==> config.mk <==
export PLATFORM = sky130hd
export DESIGN_NAME = io_stall_unit
export DESIGN_NICKNAME = d
export VERILOG_FILES = /design/src/rtl/io_stall_unit.sv
export SDC_FILE = /design/constraint.sdc
export NUM_CORES = 1
export LEC_CHECK = 0
export ABC_AREA = 1
export CORE_ASPECT_RATIO = 0.8
export CORE_UTILIZATION = 37
export CTS_CLUSTER_SIZE = 12
export DETAILED_ROUTE_END_ITERATION = 12
export PLACE_DENSITY = 0.8
export SLEW_MARGIN = 30
export SYNTH_ARGS = -nofsm -noshare
export SYNTH_HDL_FRONTEND = slang
export SYNTH_SLANG_ARGS = --single-unit
==> constraint.sdc <==
create_clock -name clock -period 1.64 [get_ports clock]
set_input_delay 0.328 -clock clock [delete_from_list [all_inputs] [get_ports clock]]
set_output_delay 0.328 -clock clock [all_outputs]
set_load 0.05 [all_outputs]
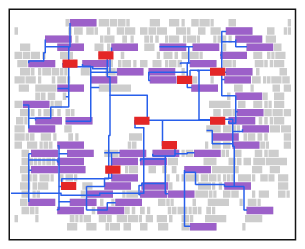
Fig. 1. Clock wires, drivers and flops.
Scale: 3 px per um.
[purple] flip-flops | count: 57
[blue] clock wires | length: 733 um
[red] clock-net drivers | count: 9
routed clock nets: 10
clock power share: 14.8%
Worst Clk Skew: 0.01281 ns
Power Clock: 0.00128 W
clk_lat worst skew: 0.33 ns

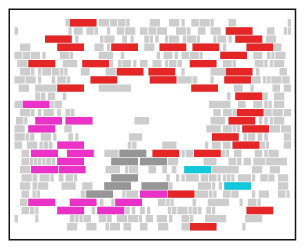
Fig. 2. Register map, names as in the netlist.
Scale: 3 px per um. Other sequential cells in the stronger gray, the rest of the logic in the fainter gray.
| color | netlist name | flops |
|---|---|---|
| magenta | `in_data` | 16 |
| red | `display_data` | 32 |
| cyan | `state` | 2 |
not colored: 7
flop share of the area: 37.32%
power in sequential cells: 0.00244 W
Core Util, Final: 58.46%
FF+latch area: 1426 um2

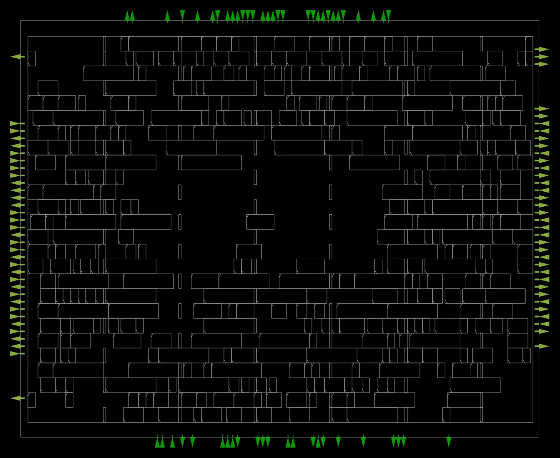
Fig. 3. Cell outlines without signal wires.
fillers: 562
Post-Layout Cell Count: 471

==> results_slide.txt <==
Physical Implementation Snapshot

Run status
  • Status: finished with violations
  • Failing checks: setup timing

Synthesis
  • Synth area leader: dfrtp_1
  • Post-Syn Instances: 265
  • Synth Area in Simple Gates: approximately a tenth
  • Mean Syn Cell Area: slightly below 10 um2
  • Yosys warns: 0
  • Mux area share: less than 1%
  • Synth top area cells: dfrtp_1 (56%), nand2_1 (8.5%), inv_1 (8.4%)
  • Post-synth seq share: 55.80%
  • Mapped Area: about 2600 um2
  • Synth top cells by count: nand2_1 (58), dfrtp_1 (57), inv_1 (57), o21ai_2 (23), o21ai_0 (19)
  • Top-area cell share: between 50% and 60%
  • Yosys Instances: ~270
  • Synth cell types: 19
  • Post-Synth Adder-Cell Area: 3.426%
  • Synth Flop Type: dfrtp_1
  • Yosys chip area: between 2000 and 3000 um2
  • Most numerous cell in the Yosys netlist: nand2_1
  • Post-synth EDFFs: 0
  • Flops after synth: between 50 and 60
  • Async SR Flop Fraction: 100.0%
  • Aoi share: 13.36%
  • Dominant combinational family: buffers and inverters
  • Yosys xor share: less than 1%

Place
  • HPWL after DPL: between 3000 and 4000 um
  • Placed Cells: between 400 and 500
  • Placed cell area: approximately 3500 um2
  • Post-place setup slack: a little under 0.03 ns
  • Number of I/O port buffers: about 110
  • GP Congestion: 0.7005

Power
  • Psw: between 0.004 and 0.005 W
  • Final Power: around 0.0087 W
  • Reg power frac: approximately 28%
  • Pwr top: combinational cells
  • Max VDD drop: approximately 1.1 mV
  • P_comb: approximately 0.0049 W
  • Switching Share: about 49%
  • Pleak: between 2 and 2.5 nW
  • Combinational share of power: 57.0%
  • PwrDens: about 2300 nW/um2
  • Internal cell power: approximately 0.0045 W

Clock network
  • Clk buf depth: 2
  • Post-CTS Setup Inserts: 7
  • CTS tree: built
  • Post-CTS sizing: 7
  • H-tree depth: 3
  • Clock slew at reported path FFs: about 0.07 ns
  • Clock root buffer: clkbuf_8
  • Post-CTS Hold Fix Bufs: 0
  • Num CTS Buffers: 9
  • Sink Count: roughly 57

Routing
  • Router iterations before antenna repair: 4
  • Routed length per instance: ~11 um
  • Vias per inst: about 4.2
  • Uppermost layer routed: met4
  • Antenna Violating Nets Remaining: 0
  • Met1 wire length: 2271 um
  • Via count: ~2000
  • DRT iter0 DRCs: around 60
  • Drt total wl: 5341 um
  • Routed met2 length: between 2000 and 3000 um
  • DRC: 0
  • DR WL met3: ~430 um

Setup path
  • WP buf/inv: 2
  • Worst-path cell chain: inv_2 -> ha_4 -> nand2_4 -> o21ai_4 -> buf_12
  • Slowest Stage Delay on Critical Path: roughly 0.4 ns
  • Worst path slowest cell: dfrtp_1
  • Crit path required time: about 1.3 ns
  • Crit. path cell count: 5
  • Critical path class: flop to primary output
  • Crit start category: flop
  • Max FO, Critical Path: 4
  • Reg2Reg Depth: 7
  • Flop-to-flop setup slack: 0.18 ns
  • CP top delay family: flip-flops
  • Crit path arrival time: 1.33 ns
  • Setup crit end kind: primary output

Timing
  • RSZ-0062 raised after global routing: yes
  • Final Setup Violations: 1
  • Setup TNS: -0.02026 ns
  • WHS: ~0.35 ns
  • Final hold viol count: 0
  • Minimum clock period: about 1.7 ns
  • PnR worst setup slack: -0.02026 ns
  • FMAX: ~0.6 GHz
  • Max-slew violations: 0
  • Final period util: 101.2%

Die
  • I/O pins: 122
  • FP Core Util: 39.09%
  • Row cnt: 26
  • # Taps: about 84
  • Die Height: around 76 um
  • Core area: between 6000 and 7000 um2
  • Die x size: between 90 and 100 um
  • Die area: approximately 7200 um2

GRT
  • M1 GR Usage: between 15 and 20%
  • Met3 usage: 6.188%
  • First-pass GRT wire length: roughly 8900 um
  • Total track usage: 15.81%
  • Largest net degree at the start of global routing: between 50 and 60
  • GR Util met2: between 20% and 30%
  • Vias in the first global route: between 1500 and 2000
  • Gr busiest metal: met2
  • Gr ovfl total: 0
  • Initial antenna violation count: 0

Layout
  • Top Layout Cells: buf_4 (60), nand2_1 (57), dfrtp_1 (57)
  • Comb area: approximately 800 um2
  • Most used logic cell in the final layout: buf_4
  • Buffers excl. clock: between 100 and 150
  • Comb area share: a little over a fifth
  • Final non-clock buffer share: between 20 and 30%
  • Comb_multi_in: 140
  • Fin nets: ~440
  • ANT cells: 0
  • Layout cells sized above 1: between 20% and 30%
  • Layout area overhead: 49.54%
  • Clock Network Area Fraction: just over 5%
  • Flop count: ~57
  • Largest class: registers
  • Max reg flops: 32
  • Cell area after layout: 3822 um2
  • Inverters: roughly 57
  • Clkbuf count: 12

Run
  • Max_cap viols: 0
  • OpenROAD warning count: 33

Worst hold path
  • Worst hold path type: flop to flop
  • Hold path depth: 0
Power figures rest on the tool's default switching activity, not on a simulated workload.
